**config.mk**
```make
export PLATFORM = sky130hd
export DESIGN_NAME = control_unit
export DESIGN_NICKNAME = d
export VERILOG_FILES = /design/src/rtl/control_pkg.sv /design/src/rtl/control_decode.sv /design/src/rtl/control_unit.sv
export SDC_FILE = /design/constraint.sdc
export NUM_CORES = 1
export LEC_CHECK = 0
export ABC_AREA = 0
export CAP_MARGIN = 20
export CORE_AREA = 3 3 40 42
export DETAILED_ROUTE_END_ITERATION = 8
export DIE_AREA = 0 0 43 45
export PLACE_DENSITY_LB_ADDON = 0.25
export SLEW_MARGIN = 20
export SYNTH_ARGS = -nofsm -noshare
export SYNTH_HDL_FRONTEND = slang
export SYNTH_SLANG_ARGS = --single-unit
```
**constraint.sdc**
```tcl
create_clock -name clk -period 2.4 [get_ports clk]
set_input_delay 0.48 -clock clk [delete_from_list [all_inputs] [get_ports clk]]
set_output_delay 0.48 -clock clk [all_outputs]
set_load 0.01 [all_outputs]
```
**src/rtl/control_pkg.sv**
```systemverilog
// Shared encodings for the LEGv8 main control decoder: opcodes, ALU-op codes
// and the bundled control word.
package control_pkg;

  localparam logic [10:0] OP_ADD  = 11'h458;
  localparam logic [10:0] OP_SUB  = 11'h658;
  localparam logic [10:0] OP_AND  = 11'h450;
  localparam logic [10:0] OP_ORR  = 11'h550;
  localparam logic [10:0] OP_LDUR = 11'h7C2;
  localparam logic [10:0] OP_STUR = 11'h7C0;

  // CBZ matches on opcode[10:3] and B on opcode[10:5]; the low bits are immediate
  localparam logic [7:0] OP_CBZ_PFX = 8'b1011_0100;
  localparam logic [5:0] OP_B_PFX   = 6'b00_0101;

  typedef enum logic [1:0] {
    ALU_OP_MEM   = 2'b00,
    ALU_OP_CBZ   = 2'b01,
    ALU_OP_RTYPE = 2'b10
  } alu_op_e;

  typedef struct packed {
    logic    reg2_loc;
    logic    uncondbranch;
    logic    branch;
    logic    mem_read;
    logic    mem_to_reg;
    alu_op_e alu_op;
    logic    mem_write;
    logic    alu_src;
    logic    reg_write;
  } ctrl_t;

  localparam ctrl_t CTRL_NOP = '{
    reg2_loc:     1'b0,
    uncondbranch: 1'b0,
    branch:       1'b0,
    mem_read:     1'b0,
    mem_to_reg:   1'b0,
    alu_op:       ALU_OP_MEM,
    mem_write:    1'b0,
    alu_src:      1'b0,
    reg_write:    1'b0
  };

endpackage

```
**src/rtl/control_decode.sv**
```systemverilog
// Purely combinational opcode decoder producing the control word and an
// illegal-opcode flag; unknown opcodes decode to NOP.
module control_decode
  import control_pkg::*;
(
  input  logic [10:0] opcode,
  output ctrl_t       ctrl,
  output logic        illegal
);

  // Opcode to control-word decode, NOP unless a supported pattern matches
  always_comb begin
    ctrl    = CTRL_NOP;
    illegal = 1'b0;
    case (opcode)
      OP_ADD, OP_SUB, OP_AND, OP_ORR: begin
        ctrl.alu_op    = ALU_OP_RTYPE;
        ctrl.reg_write = 1'b1;
      end
      OP_LDUR: begin
        ctrl.mem_read   = 1'b1;
        ctrl.mem_to_reg = 1'b1;
        ctrl.alu_src    = 1'b1;
        ctrl.reg_write  = 1'b1;
      end
      OP_STUR: begin
        ctrl.reg2_loc  = 1'b1;
        ctrl.mem_write = 1'b1;
        ctrl.alu_src   = 1'b1;
      end
      default: begin
        if (opcode[10:3] == OP_CBZ_PFX) begin
          ctrl.reg2_loc = 1'b1;
          ctrl.branch   = 1'b1;
          ctrl.alu_op   = ALU_OP_CBZ;
        end else if (opcode[10:5] == OP_B_PFX) begin
          ctrl.uncondbranch = 1'b1;
        end else begin
          illegal = 1'b1;
        end
      end
    endcase
  end

endmodule

```
**src/rtl/control_unit.sv**
```systemverilog
// LEGv8 main control unit: decode plus sticky illegal-opcode status.
// Define CONTROL_OUT_REG_EN to register the control outputs (1-cycle latency).
module control_unit
  import control_pkg::*;
(
  input  logic        clk,
  input  logic        rst_n,
  input  logic [10:0] opcode,
  output logic        reg2_loc,
  output logic        uncondbranch,
  output logic        branch,
  output logic        mem_read,
  output logic        mem_to_reg,
  output logic [1:0]  alu_op,
  output logic        mem_write,
  output logic        alu_src,
  output logic        reg_write,
  output logic        illegal_op,
  output logic        illegal_seen
);

  ctrl_t dec_ctrl;
  logic  dec_illegal;
  ctrl_t out_ctrl;
  logic  out_illegal;
  logic  illegal_seen_d;
  logic  illegal_seen_q;

  control_decode u_decode (
    .opcode  (opcode),
    .ctrl    (dec_ctrl),
    .illegal (dec_illegal)
  );

`ifdef CONTROL_OUT_REG_EN
  ctrl_t ctrl_d;
  ctrl_t ctrl_q;
  logic  illegal_d;
  logic  illegal_q;

  always_comb begin
    ctrl_d    = dec_ctrl;
    illegal_d = dec_illegal;
  end

  // Output pipeline register, resets to NOP
  always_ff @(posedge clk or negedge rst_n) begin
    if (!rst_n) begin
      ctrl_q    <= CTRL_NOP;
      illegal_q <= 1'b0;
    end else begin
      ctrl_q    <= ctrl_d;
      illegal_q <= illegal_d;
    end
  end

  assign out_ctrl    = ctrl_q;
  assign out_illegal = illegal_q;
`else
  assign out_ctrl    = dec_ctrl;
  assign out_illegal = dec_illegal;
`endif

  always_comb begin
    illegal_seen_d = illegal_seen_q | out_illegal;
  end

  // Sticky status: only reset clears it
  always_ff @(posedge clk or negedge rst_n) begin
    if (!rst_n) begin
      illegal_seen_q <= 1'b0;
    end else begin
      illegal_seen_q <= illegal_seen_d;
    end
  end

  assign reg2_loc     = out_ctrl.reg2_loc;
  assign uncondbranch = out_ctrl.uncondbranch;
  assign branch       = out_ctrl.branch;
  assign mem_read     = out_ctrl.mem_read;
  assign mem_to_reg   = out_ctrl.mem_to_reg;
  assign alu_op       = out_ctrl.alu_op;
  assign mem_write    = out_ctrl.mem_write;
  assign alu_src      = out_ctrl.alu_src;
  assign reg_write    = out_ctrl.reg_write;
  assign illegal_op   = out_illegal;
  assign illegal_seen = illegal_seen_q;

endmodule

```
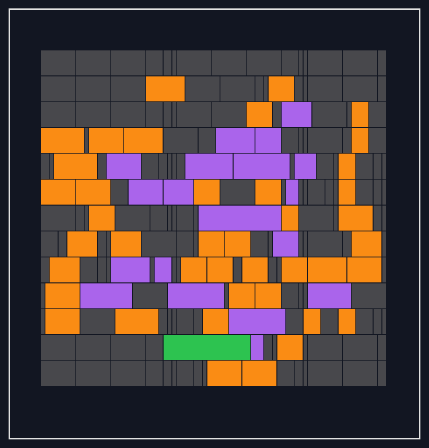
Fig. 1. Placement by cell class (run 1).
Fill, decap, tap and diode cells in grey.
legend:
  remaining logic cells:
    colour: purple
    cells: 19
    share_of_their_area: 36%
  remaining buffers and delay cells:
    colour: orange
    cells: 41
    share_of_their_area: 60%
  registers:
    colour: green
    cells: 1
    share_of_their_area: 4.3%

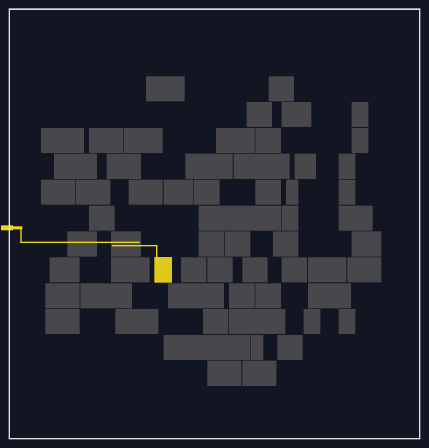
Fig. 2. I/O nets highlighted (run 1).
legend:
  branch:
    colour: yellow
    bits: 1
    direction: output
    edge: west
    end_cells: 1
    buffers: 1
    wire: 20.9 um

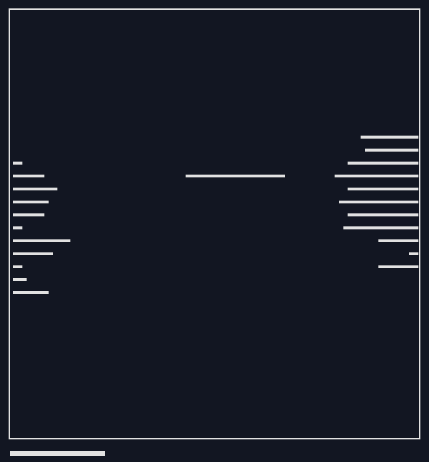
Fig. 3. Met3 routing (run 1).
The bar under the picture is 10 um long.
wire length on this layer: 105 um
nets with wire on the layer: 23
longest straight run: 10.1 um
main direction: horizontal

==> out/qor.yml, run 1 <==
route:
  detail_route.wirelength.met1_um: 356
  first_iter_violations: 1
  drt-pass1-iter-count: 4
  vias_per_cell: 4.43
  highest_metal_layer_with_signal_wires: "met3"
  postRouteAntennaNets: 0
worst_setup_path:
  worst_path_max_delay_cell: "clkdlybuf4s50_1"
  number_of_cell_instances_on_the_worst_register_to_register_path: 2
  setup.worst_path.class: "in2out"
  path_buffers: 3
  path_delay_family: "buffers and inverters"
  critPathCapture: "mem_read"
floorplan:
  floorplan.rows: 13
  tapCellCount: 15
  ports_placed_on_the_boundary: 25
  floorplan.core_util_pct: 16.3
  die.size.x_um: 43
  floorplan.die_area_um2: 1940
synth:
  count_of_library_flops_with_an_enable_pin: 0
  syn_nets: 35
  syn_avg_cell_area_um2: 9.50
  asyncSetResetFlopFracSynth_pct: 100
  ys_top_cells_by_count: "a21o_1 (2), and2_1 (2), inv_1 (2)"
power_and_ir_drop:
  p_leak_nw: 0.346
  top_power_group: "combinational logic"
  combinationalPowerShare_pct: 73.1
  switchingPower_mw: 0.0154
  seq-power_mw: 0.0172
  comb-power_mw: 0.0466
timing:
  max_slew_margin_pct: 82.6
  total_negative_slack_for_setup_checks_ns: 0
  rsz0062_at_grt: "no"
  maxClockFrequency_mhz: 432
  worst-slew-pin-transition_ns: 0.261
  clock_skew_ns: 0
hold_path:
  holdCritStartpoint: "illegal_seen"
  end_point_of_the_most_critical_hold_path: "illegal_seen"
placed_design:
  placed_instance_area_um2: 524
  detailedPlacementHpwl_um: 642
global_routing:
  grt_start_max_net_pins: 7
  globalRoute.totalOverflow: 0
  busiest_layer: "met2"
  grt_antenna_before_repair: 0
cts:
  postCtsResizedCells: 43
  worst_setup_hold_path_clk_slew_ns: 0
final_layout:
  nFlopsAndLatches: 1
  utilization_after_layout_pct: 46.3
  final_layout_size_suffix_gt1_share_pct: 57.4
  comb_area_share_pct: 33.6
  layoutNonFillerInstCount: 76
  final_cell_area_um2: 596
outcome:
  status: "completed"
Fig. 4: run 1, the metal 2 layer
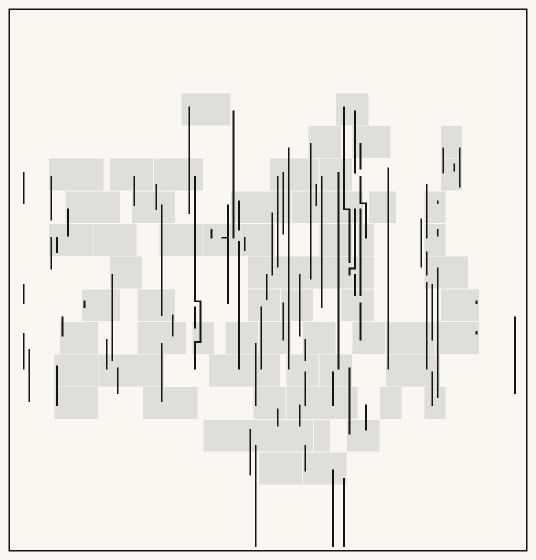

## Run 2: what changed since run 1
--- a/config.mk
+++ b/config.mk
@@ -10,6 +10,7 @@
 export CORE_AREA = 3 3 40 42
 export DETAILED_ROUTE_END_ITERATION = 8
 export DIE_AREA = 0 0 43 45
+export GPL_TIMING_DRIVEN = 0
 export PLACE_DENSITY_LB_ADDON = 0.25
 export SLEW_MARGIN = 20
 export SYNTH_ARGS = -nofsm -noshare
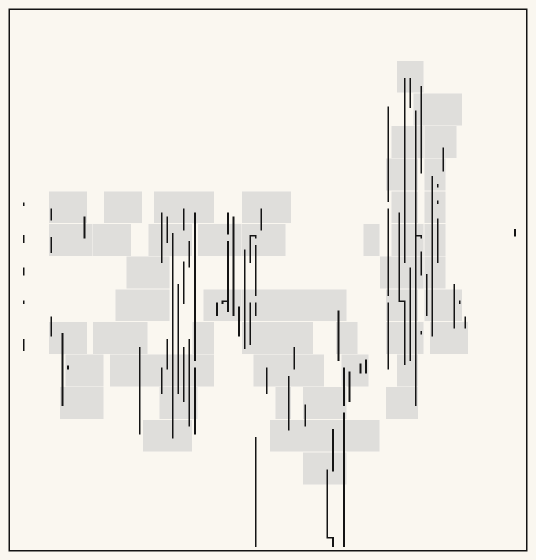
Fig. 5. The metal 2 layer (run 2).
main direction: vertical
longest straight run: 24.5 um
wire length on this layer: 306 um

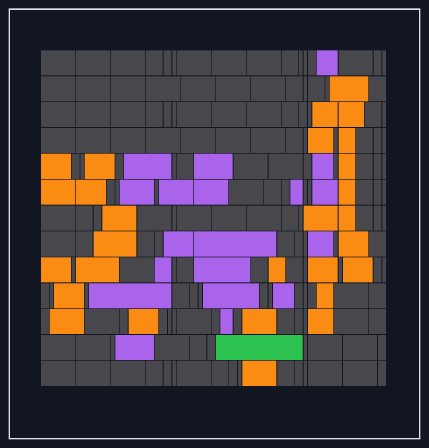
Fig. 6. Placement by cell class (run 2).
Fill, decap, tap and diode cells in grey.
post-route cell area: 480 um2
row cnt: 13
core area: 1280 um2

==> run 2 against run 1 <==
Critical path depth shrank 1. Final cell count is 17% lower. Setup slack gained 0.0051 ns. Fmax increased by 0.22%. Combinational power decreased by 25%. Wire length shrank 10%. First-iteration DRC count increased to 3.0 times the previous value. Final area shrank 19%. Sequential power about the same. Synthesized area unchanged. Sequential cell count did not move. Critical path type unchanged. Largest cell class unchanged.
==> out/qor.yml, run 2 <==
outcome:
  status: "completed"
floorplan:
  floorplan.core_util_pct: 16.3
  ports_placed_on_the_boundary: 25
  tapCellCount: 15
  die.size.x_um: 43
  floorplan.die_area_um2: 1940
route:
  first_iter_violations: 3
  detail_route.wirelength.met1_um: 335
  highest_metal_layer_with_signal_wires: "met3"
  drt-pass1-iter-count: 2
  postRouteAntennaNets: 0
power_and_ir_drop:
  comb-power_mw: 0.0351
  combinationalPowerShare_pct: 67.1
  top_power_group: "combinational logic"
  p_leak_nw: 0.282
worst_setup_path:
  setup.worst_path.class: "in2out"
  number_of_cell_instances_on_the_worst_register_to_register_path: 2
  worst_path_max_delay_cell: "clkdlybuf4s50_1"
  path_buffers: 3
  path_delay_family: "buffers and inverters"
timing:
  max_slew_margin_pct: 82.0
  maxClockFrequency_mhz: 433
  clock_skew_ns: 0
  worst-slew-pin-transition_ns: 0.270
hold_path:
  holdCritStartpoint: "illegal_seen"
  end_point_of_the_most_critical_hold_path: "illegal_seen"
final_layout:
  utilization_after_layout_pct: 37.4
  layoutNonFillerInstCount: 63
  final_layout_size_suffix_gt1_share_pct: 37.5
placed_design:
  detailedPlacementHpwl_um: 558
  placed_instance_area_um2: 468
cts:
  postCtsResizedCells: 41
global_routing:
  busiest_layer: "met2"
  grt_antenna_before_repair: 0
  globalRoute.totalOverflow: 0
synth:
  syn_avg_cell_area_um2: 9.50
  count_of_library_flops_with_an_enable_pin: 0
  ys_top_cells_by_count: "a21o_1 (2), and2_1 (2), inv_1 (2)"
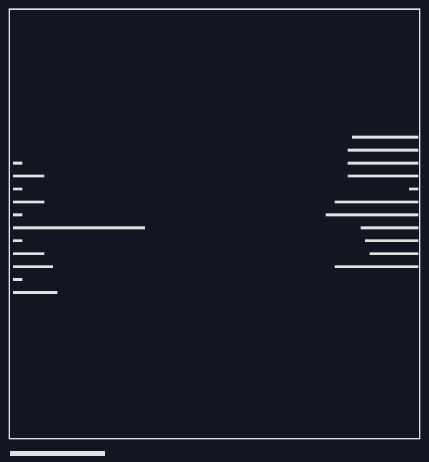
Fig. 7. Met3 routing (run 2).
The bar under the picture is 10 um long.
final wirelength: 747 um
Vias: 295
met3 routing resource usage after global routing: 1.99%

No activity file was given, so power comes from the tool's default toggle rates.
